`config.mk`:
```
export PLATFORM = sky130hd
export DESIGN_NAME = mbist_data_cmp
export DESIGN_NICKNAME = d
export VERILOG_FILES = /design/src/rtl/mbist_data_cmp.sv
export SDC_FILE = /design/constraint.sdc
export NUM_CORES = 1
export LEC_CHECK = 0
export CORE_MARGIN = 2
export CORE_UTILIZATION = 45
export DETAILED_ROUTE_END_ITERATION = 10
export PLACE_DENSITY = 0.8
export SLEW_MARGIN = 20
export SYNTH_ARGS = -nofsm -noshare
export SYNTH_HDL_FRONTEND = slang
export SYNTH_SLANG_ARGS = --single-unit
```
`constraint.sdc`:
```
create_clock -name clk -period 2 [get_ports clk]
set_input_delay 0.2 -clock clk [delete_from_list [all_inputs] [get_ports clk]]
set_output_delay 0.2 -clock clk [all_outputs]
set_load 0.05 [all_outputs]
```
`src/rtl/mbist_data_cmp.sv`:
```
`default_nettype none
// ============================================================================
//  Module   : mbist_data_cmp
//  Brief    : MBIST memory-side executor. Issues SRAM read/write operations,
//             compares read data against the expected pattern after the SRAM
//             read latency, and captures the first failing address, a
//             saturating miscompare count and a sticky fail flag. The results
//             are read out (and cleared) over a serial scan chain.
//  Revision : 1.0  initial release
// ============================================================================
module mbist_data_cmp #(
    parameter int BIST_ADDR_WD    = 9,
    parameter int BIST_DATA_WD    = 32,
    parameter int BIST_RD_LAT     = 1,
    parameter int BIST_ERR_CNT_WD = 4
) (
    input  logic                       clk,
    input  logic                       rst_n,
    input  logic                       run,
    input  logic                       op_read,
    input  logic                       op_write,
    input  logic                       op_invert,
    input  logic [BIST_ADDR_WD-1:0]    bist_addr,
    input  logic [BIST_DATA_WD-1:0]    bist_pat,
    input  logic                       scan_shift,
    input  logic                       sdi,
    output logic                       sdo,
    output logic                       mem_cs,
    output logic                       mem_we,
    output logic [BIST_ADDR_WD-1:0]    mem_addr,
    output logic [BIST_DATA_WD-1:0]    mem_wdata,
    input  logic [BIST_DATA_WD-1:0]    mem_rdata,
    output logic                       err_pulse,
    output logic                       bist_error,
    output logic [BIST_ADDR_WD-1:0]    err_addr,
    output logic [BIST_ERR_CNT_WD-1:0] err_cnt
);

    localparam int                       CHAIN_WD = 1 + BIST_ERR_CNT_WD + BIST_ADDR_WD;
    localparam int                       LAST     = BIST_RD_LAT - 1;
    localparam logic [BIST_ERR_CNT_WD-1:0] CNT_ONE = {{(BIST_ERR_CNT_WD-1){1'b0}}, 1'b1};
    localparam logic [BIST_ERR_CNT_WD-1:0] CNT_MAX = {BIST_ERR_CNT_WD{1'b1}};

    // Issue stage
    logic                    issue;
    logic [BIST_DATA_WD-1:0] exp_pat;
    logic                    mem_cs_d,    mem_cs_q;
    logic                    mem_we_d,    mem_we_q;
    logic [BIST_ADDR_WD-1:0] mem_addr_d,  mem_addr_q;
    logic [BIST_DATA_WD-1:0] mem_wdata_d, mem_wdata_q;

    // Compare pipeline: stage 0 holds the read that was on the SRAM port last
    // cycle, so stage BIST_RD_LAT-1 lines up with its mem_rdata.
    logic [BIST_RD_LAT-1:0]  pv_d, pv_q;
    logic [BIST_ADDR_WD-1:0] pa_d [BIST_RD_LAT];
    logic [BIST_ADDR_WD-1:0] pa_q [BIST_RD_LAT];
    logic [BIST_DATA_WD-1:0] pe_d [BIST_RD_LAT];
    logic [BIST_DATA_WD-1:0] pe_q [BIST_RD_LAT];
    logic                    miscompare;

    // Result registers, which double as the scan chain
    logic                       err_pulse_d,  err_pulse_q;
    logic                       bist_error_d, bist_error_q;
    logic [BIST_ADDR_WD-1:0]    err_addr_d,   err_addr_q;
    logic [BIST_ERR_CNT_WD-1:0] err_cnt_d,    err_cnt_q;
    logic [CHAIN_WD-1:0]        chain;

    // Decode the operation into next SRAM port values; address/data hold when idle
    always_comb begin
        issue       = run & ~scan_shift & (op_read | op_write);
        exp_pat     = op_invert ? ~bist_pat : bist_pat;
        mem_cs_d    = issue;
        mem_we_d    = issue & op_write & ~op_read;
        mem_addr_d  = issue ? bist_addr : mem_addr_q;
        mem_wdata_d = issue ? exp_pat   : mem_wdata_q;
    end

    // Advance the compare pipeline; scan flushes every in-flight read
    always_comb begin
        pv_d    = '0;
        pv_d[0] = mem_cs_q & ~mem_we_q & ~scan_shift;
        pa_d[0] = mem_addr_q;
        pe_d[0] = mem_wdata_q;
        for (int i = 1; i < BIST_RD_LAT; i++) begin
            pv_d[i] = pv_q[i-1] & ~scan_shift;
            pa_d[i] = pa_q[i-1];
            pe_d[i] = pe_q[i-1];
        end
        miscompare = pv_q[LAST] & (mem_rdata != pe_q[LAST]);
    end

    // Result update: scan shift has priority and drops a coincident miscompare
    always_comb begin
        chain        = {bist_error_q, err_cnt_q, err_addr_q};
        err_pulse_d  = 1'b0;
        bist_error_d = bist_error_q;
        err_addr_d   = err_addr_q;
        err_cnt_d    = err_cnt_q;
        if (scan_shift) begin
            {bist_error_d, err_cnt_d, err_addr_d} = {sdi, chain[CHAIN_WD-1:1]};
        end else if (miscompare) begin
            err_pulse_d  = 1'b1;
            bist_error_d = 1'b1;
            if (!bist_error_q) begin
                err_addr_d = pa_q[LAST];
            end
            if (err_cnt_q != CNT_MAX) begin
                err_cnt_d = err_cnt_q + CNT_ONE;
            end
        end
    end

    // State registers
    always_ff @(posedge clk or negedge rst_n) begin
        if (!rst_n) begin
            mem_cs_q     <= 1'b0;
            mem_we_q     <= 1'b0;
            mem_addr_q   <= '0;
            mem_wdata_q  <= '0;
            pv_q         <= '0;
            for (int i = 0; i < BIST_RD_LAT; i++) begin
                pa_q[i] <= '0;
                pe_q[i] <= '0;
            end
            err_pulse_q  <= 1'b0;
            bist_error_q <= 1'b0;
            err_addr_q   <= '0;
            err_cnt_q    <= '0;
        end else begin
            mem_cs_q     <= mem_cs_d;
            mem_we_q     <= mem_we_d;
            mem_addr_q   <= mem_addr_d;
            mem_wdata_q  <= mem_wdata_d;
            pv_q         <= pv_d;
            for (int i = 0; i < BIST_RD_LAT; i++) begin
                pa_q[i] <= pa_d[i];
                pe_q[i] <= pe_d[i];
            end
            err_pulse_q  <= err_pulse_d;
            bist_error_q <= bist_error_d;
            err_addr_q   <= err_addr_d;
            err_cnt_q    <= err_cnt_d;
        end
    end

    assign sdo        = chain[0];
    assign mem_cs     = mem_cs_q;
    assign mem_we     = mem_we_q;
    assign mem_addr   = mem_addr_q;
    assign mem_wdata  = mem_wdata_q;
    assign err_pulse  = err_pulse_q;
    assign bist_error = bist_error_q;
    assign err_addr   = err_addr_q;
    assign err_cnt    = err_cnt_q;

endmodule
`default_nettype wire

```
Run 1, signal wires on met1:
Supply wires on this layer in gray.
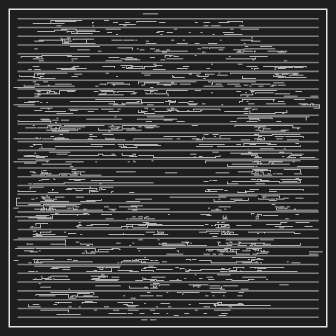
- main direction: horizontal
- share of all routed wire: 40%
- longest straight run: 27.6 um
- nets with wire on the layer: 466
- wire length on this layer: 3450 um
vias post-DR: 2850
detailed-route wire length: 8590 um
met1 usage in global routing: 0.229

Run 1, met2 routing:
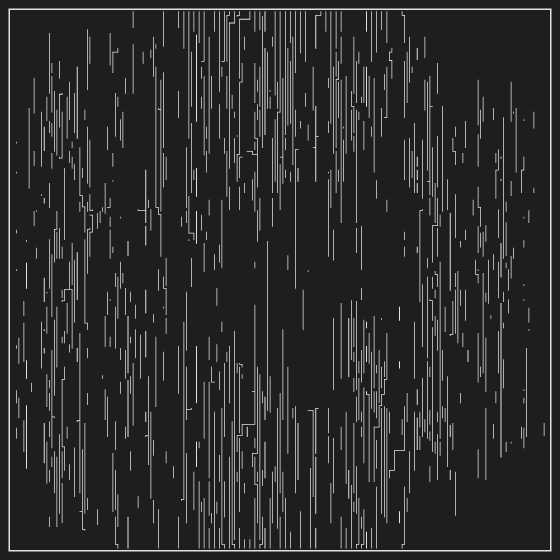
- nets with wire on the layer: 463
- main direction: vertical
- longest straight run: 37.7 um
- wire length on this layer: 4350 um
- share of all routed wire: 51%
GR Util met2: 0.310

Run 1, the metal 3 layer:
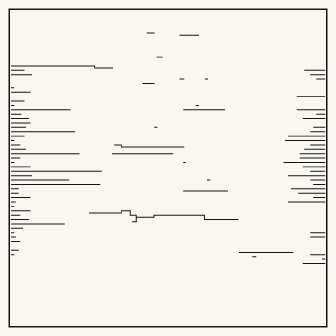
- share of all routed wire: 7.3%
- main direction: horizontal
- longest straight run: 27.8 um

==> design notes, run 1 <==
The number of pins with negative max-slew slack in the final report came out at 0. The run gives 0.247 for the logic share of the area. The global-route usage over all layers was 0.187. The run gives 97.9 um for the y dimension of the die. Ranked by total area, the top cell class in this layout is flip-flops and latches. Standard cell area after detailed placement: 0.00553 sq mm.

The total power divided by cell area works out to 980 mW/mm^2. The kind of critical path is reg -> reg. The critical path required time was 2.25 ns. The number of instances in the placed design came out at 562. The run gives 0.670 as the fraction of the core area covered by cells at the end of the flow.

The count of buffers inserted at the top-level ports is 139. TritonCTS built the clock tree. 202 cells are multi-input combinational gates. Per the layout report, the design carries 2 non-clock inverters. Logic depth along the worst register-to-register path is recorded as 7.

The final critical-path setup slack is 0.0353 ns, and the maximum buffer depth of the clock tree is 2. The setup skew after layout is 0.0115 ns. STA lists the startpoint of the worst register-to-register path as pe_q[7]$_DFF_PN0_. Timing analysis after detailed placement gives a worst setup slack of -0.338 ns.

The sequential cell area fraction in the yosys report was 0.631; the simple-gate portion of the synthesized area was 0.0757. The post-synthesis xor/xnor area fraction is 0.143. Registers take 0.00250 sq mm. Routed length per instance: 14.8 um. Endpoints with negative setup slack in the final report add up to 0. After global routing the overflow that remains totals 0. The top cell type in the final layout, fill and taps aside, is clkdlybuf4s50_1. The sequential portion of the cell area was 0.432; the multiplexer share of the synthesized area was 0.0508. The highest clock rate was 509 MHz. Per the CTS log, the root buffer master is clkbuf_8. The tools report the worst max-slew margin expressed relative to the limit as 0.634. In this run the cell area of the synthesized design comes to 0.00397 sq mm. Per the post-CTS timing run, clock transition at the registers of the reported paths is 0.10 ns. The flow ran to the end, and the final reports show no timing, DRC or antenna violations.

The clock-cell share of area is 0.0305. On the final layout, the worst hold slack is 0.294 ns. OpenSTA lists the critical path startpoint as pe_q[7]$_DFF_PN0_.

The core region is 0.00864 sq mm. The finished design was reported to have a net count of 550. The power report puts the leakage power at 2.37 nW. The starting density of the core was 0.459. The share of final-layout standard cells stronger than drive strength 1 works out to 0.106.

Looking at the max-slew report, the worst-margin pin has a slew of 0.547 ns. Setup repair after global routing could not meet its margin everywhere. The number of nets with antenna violations after routing is 0. Using the TritonRoute via totals, the vias-per-cell ratio works out to 4.91. CTS built an H-tree with a depth of 3.

The final weighted congestion of routability-driven global placement was 0.765. The path type of the worst min-delay path was in -> async. The synth_stat.txt file lists the number of cells as 322.

The number of antenna violations at the first check in global routing came out at 0. The slack of the worst reg-to-reg path was 0.04 ns. The die covers 0.00958 sq mm. For reference, the final report shows the hold violation count at 0. Summing internal, switching and leakage power gives 0.00567 W. The end of the critical path was err_cnt[1]$_DFFE_PN0P_.

Counting the buffers created by CTS gives 9. In this run the worst path has a maximum fanout of 3. Counting every net in the synthesized netlist gives 404. For the peak ir drop on the vdd network, the log shows 0.504 mV. Worst flop-to-flop path endpoint: err_cnt[1]$_DFFE_PN0P_.
[run 1: cell usage after synthesis]
cell	number	area [sq um]
dfrtp_1	100	2500
nor2_1	44	165
a21oi_1	43	215
xnor2_1	33	289
xor2_1	32	280
clkbuf_1	10	37.5
mux2i_1	10	100
mux2_2	9	101
nor4_1	8	50.1
buf_1	5	18.8
nand2_1	4	15.0
o21ai_0	3	15.0
inv_1	2	7.51
nand4_1	2	12.5
a311o_1	1	10.0
a41oi_1	1	8.76
and3_2	1	7.51
and4_1	1	8.76
and4_4	1	11.3
buf_2	1	5.00
buf_4	1	7.51
buf_6	1	11.3
ha_1	1	12.5
nor2b_1	1	6.26
nor3b_1	1	7.51
nor4bb_1	1	10.0
o211a_1	1	10.0
o21a_1	1	7.51
o221a_2	1	11.3
o41ai_2	1	16.3
or2_1	1	6.26
[run 1: repair_timing]
action	in CTS	in global routing
endpoints found under the setup margin	8	14
pin swaps	1	14
setup buffers	1	1
hold buffers	1	0
resized	2	9
endpoints found under the hold margin	26	0
[run 1: report_power, final]
group | internal, W | switching [W]
Sequential | 0.00237 | 0.000238
Combinational | 0.000744 | 0.00114
Clock | 0.000474 | 0.000702
[run 1: routing by layer]
metal | vias up | global-route usage | share of wire
li1 | 1367 | - | -
met1 | 1376 | 0.229 | 0.40
met2 | 91 | 0.310 | 0.51
met3 | 16 | 0.0687 | 0.073
met4 | 0 | 0.0566 | 0.019
met5 | - | 0 | 0
[run 1: critical path: cells and delay by family (launching register included)]
family,cells,cell delay [ns]
muxes,1,0.15
xor gates and xnor gates,1,0.16
AOI/OAI and AO/OA,2,0.38
and+or+nand+nor,2,0.57
DFF,1,0.39
buffers and inverters,1,0.20
Run 1, clock nets:
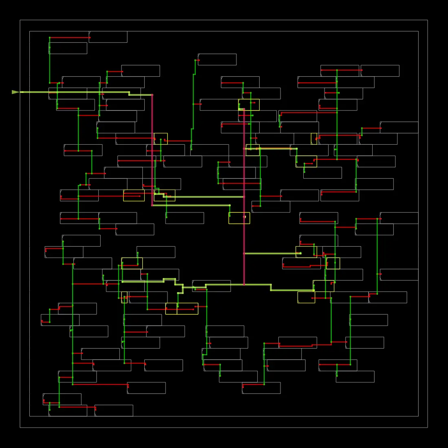

--- run 2 (diff from run 1) ---
CAP_MARGIN = 25   (was unset)
CORE_MARGIN = 1.5   (was 2)
Run 2, clock nets:
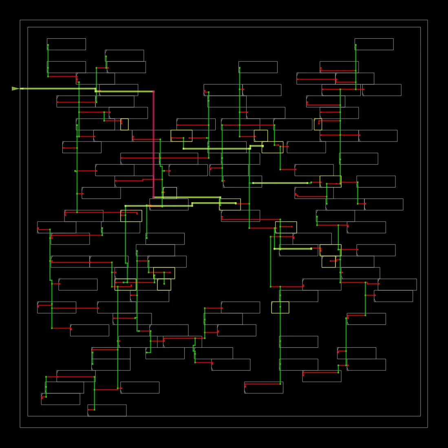
Clock group: 0.00118 W
number of sinks on the clock net: 100
clock insertion delay at the later pin of the skew report: 0.35 ns

==> run 2 against run 1 <==
  * Sequential power about the same
  * Combinational power hardly changed
  * Cell area barely moved
  * Largest cell class unchanged
  * Largest power group unchanged
==> design notes, run 2 <==
For the post-CTS resize count, the log shows 3 (+1). The critical path required time is 2.24 ns (about the same). For the setup skew after layout, the log shows 0.0122 ns (+0.000629 ns).

In this run the critical path is formed by xor2_1 > nor4_2 > nand4_1 > buf_4 > o221a_4 > mux2i_1 > a21oi_1. With the sequential cell area fraction in the yosys report at 0.631 (unchanged), the logic share of the area is 0.246 (-0.00114). With the sequential portion of the cell area at 0.433 (about the same), the first-pass iteration count of the detailed router is 4.

TritonCTS built the clock tree. The run gives 0 (unchanged) for the final global-route overflow total. The number of failing setup endpoints in the final timing report is 0 (unchanged), and the routed length on met2 is 4270 um (-1.9%).

Register area: 0.00250 sq mm (unchanged). The number of antenna violations at the first check in global routing is 0 (unchanged). Excluding fillers, the count of instances in the completed layout stands at 581.

The area inside the core boundary was 0.00864 sq mm (unchanged). The slew at the pin closest to its max-slew limit is 0.539 ns (-0.00796 ns), and the number of warnings issued by yosys is 0. The run gives 2.38 nW (+0.32%) as the reported leakage power. The layer flagged by global routing as most heavily used is met2.

Leaving out fill and tap cells, the most frequent cell in the layout is clkdlybuf4s50_1. The maximum buffer depth of the clock tree was 2 (unchanged); the number of instances in the placed design was 562 (unchanged). The number of hold violations in the final report was 0 (unchanged); the detailed-route vias per instance was 4.87 (-0.67%).

The routed length per instance was 14.3 um (-3.0%). With the post-synth net total at 404 (unchanged), the post-synthesis cell type count is 31. The count of boundary I/O pins was 140. The area of the chip was 0.00939 sq mm (-2.0%); the detailed-routed wire length on met3 was 490 um (-22%). The wire length the detailed router placed on met1 came out at 3510 um (+1.5%).

The met1 global-route usage was 0.235 (+0.00540). In the post-synthesis netlist, the biggest area contributors are dfrtp_1 63%, xnor2_1 7.3%, xor2_1 7.1%. For this run, the leading register cell type out of synthesis is dfrtp_1. The number of cells on the worst reg-to-reg path is 7 (unchanged). The run gives 0.10 ns (about the same) for the clock transition at the register clock pins on the worst setup and hold paths after CTS. Post-synthesis cell type with the largest combined area: dfrtp_1. After synthesis the netlist holds a flip-flop and latch count of 100. With the count of buffers inserted at the top-level ports at 139 (unchanged), the final hold slack is 0.355 ns (+0.0613 ns). Fraction of the core area covered by cells at the end of the flow: 0.670 (about the same). Routed signal wires occupy layers up through met4. Fraction of registers with async set/reset: 1.00 (unchanged).

The cell row count is 34. For the via count of the first global-routing pass, the log shows 2904. Looking at the gate-level netlist, the highest instance count belongs to dfrtp_1. The final weighted congestion of routability-driven global placement is 0.767 (+0.33%), and the number of nets in the final layout is 550 (unchanged).

The count of non-CTS inverters in the layout is 2 (unchanged), and the total wire length is 8340 um (-3.0%). The flow ran to the end, and the final reports show no timing, DRC or antenna violations. By count the netlist is led by 100 x dfrtp_1, 44 x nor2_1, 43 x a21oi_1, 33 x xnor2_1, 32 x xor2_1. The tools report the inserted tap cell count as 108. The worst setup path is captured at a flop. The path type of the worst min-delay path is in -> async. The run gives 45 as the maximum number of pins on one net before global-route repair. The highest clock rate came out at 509 MHz (about the same). The number of pins with negative max-slew slack in the final report is 0 (unchanged), and the hold buffer count at cts is 1 (unchanged). The run gives 0.185 (-0.00154) for the global-route usage over all layers. On the critical path, the stage with the largest delay is an instance of dfrtp_1. Setup repair after global routing could not meet its margin everywhere. Total clock buffers created by CTS: 9 (unchanged).

With the number of logic gates at 202 (unchanged), the count of library flops with an enable pin is 0 (unchanged). The proportion of netlist area held by the largest area contributor was 0.631 (unchanged). The run gives 3 (unchanged) for the H-tree depth reported by CTS. With the share of final-layout standard cells stronger than drive strength 1 at 0.110 (+0.00423), the mapped cell area is 0.00397 sq mm (unchanged). The clock-cell share of area is 0.0311 (+0.000669). The cell chosen for the clock root is clkbuf_8.

The tools report the worst max-slew margin expressed relative to the limit as 0.639 (+0.00532). The met2 capacity usage during global routing was 0.310 (about the same). Met3 global-route usage: 0.0614 (-0.00730).

The standard cell area after detailed placement came out at 0.00553 sq mm (unchanged). The run gives 0.459 (unchanged) as the starting density of the core. The yosys stat cell total is 322 (unchanged), and the layout clock buffer count is 9. The total power divided by cell area works out to 980 mW/mm^2 (about the same). For the final non-filler cell area, the log shows 0.00578 sq mm. The y dimension of the die works out to 96.9 um (-1.0%). The number of buffers and inverters on the critical path is 1 (unchanged), and the peak ir drop on the vdd network is 0.526 mV (+4.4%). The tools report the number of nets with antenna violations after routing as 0 (unchanged). Per the area breakdown, the dominant cell category is flip-flops and latches.

The highest fanout seen on the critical path came out at 3 (unchanged). Number of post-CTS setup repair buffers: 0 (-1). The kind of cell adding the most delay to the critical path is simple AND/OR/NAND/NOR gates. The total number of cells along the worst setup path came out at 7 (unchanged). The critical path in this run is classified as reg -> reg. After detailed routing, the number of remaining DRC violations is 0. The final antenna diode tally reported by the flow is 0. The number of vias in the routed layout is 2831 (-0.67%).
[run 2: cell counts after synthesis]
Identical to the previous run, type by type.
[run 2: report_power, final]
group | switching (W) | leakage (nW) | total (W) | internal (W)
Clock | 0.000710 | 0.0963 | 0.00118 | 0.000473
Combinational | 0.00114 | 1.16 | 0.00188 | 0.000743
Sequential | 0.000234 | 1.12 | 0.00260 | 0.00237
[run 2: cells by family (layout without fill, tap and decap cells)]
family,after synthesis,after routing,synth area share
AOI/OAI and AO/OA,52,52,0.0741
adders and majority gates,1,1,0.00315
and+or+nand+nor,65,65,0.0757
DFF,100,100,0.631
muxes,19,19,0.0508
buffers and inverters,20,171,0.0221
xor gates and xnor gates,65,65,0.143
[run 2: worst reg2reg max path, cell delays in order, from the launching register on]
cell,delay (ns)
dfrtp_1,0.39
xor2_1,0.17
nor4_2,0.32
nand4_1,0.27
buf_4,0.22
o221a_4,0.26
mux2i_1,0.15
a21oi_1,0.08
[run 2: stage by stage]
step	setup slack [ns]	power [W]
detailed placement	-0.367	0.00452
finish	0.0344	0.00567
floorplan	0.190	0.00374
global route	-0.0957	0.00595
CTS	0.00740	0.00572
global placement	-0.335	0.00448
[run 2: path summary, 6_finish.rpt]
path                                     startpoint                       to  slack [ns]
setup reg to reg                 pe_q[28]$_DFF_PN0_   err_cnt[1]$_DFFE_PN0P_        0.03
min in group clk                                sdi   bist_error$_DFFE_PN0P_        0.39
hold / removal                                rst_n  mem_addr[8]$_DFFE_PN0P_        0.36
setup / recovery                 pe_q[28]$_DFF_PN0_   err_cnt[1]$_DFFE_PN0P_        0.03
hold reg to reg            mem_wdata[9]$_DFFE_PN0P_        pe_q[9]$_DFF_PN0_        0.40
max in group asynchronous                     rst_n        pe_q[2]$_DFF_PN0_        0.97
No activity file was given, so power comes from the tool's default toggle rates.
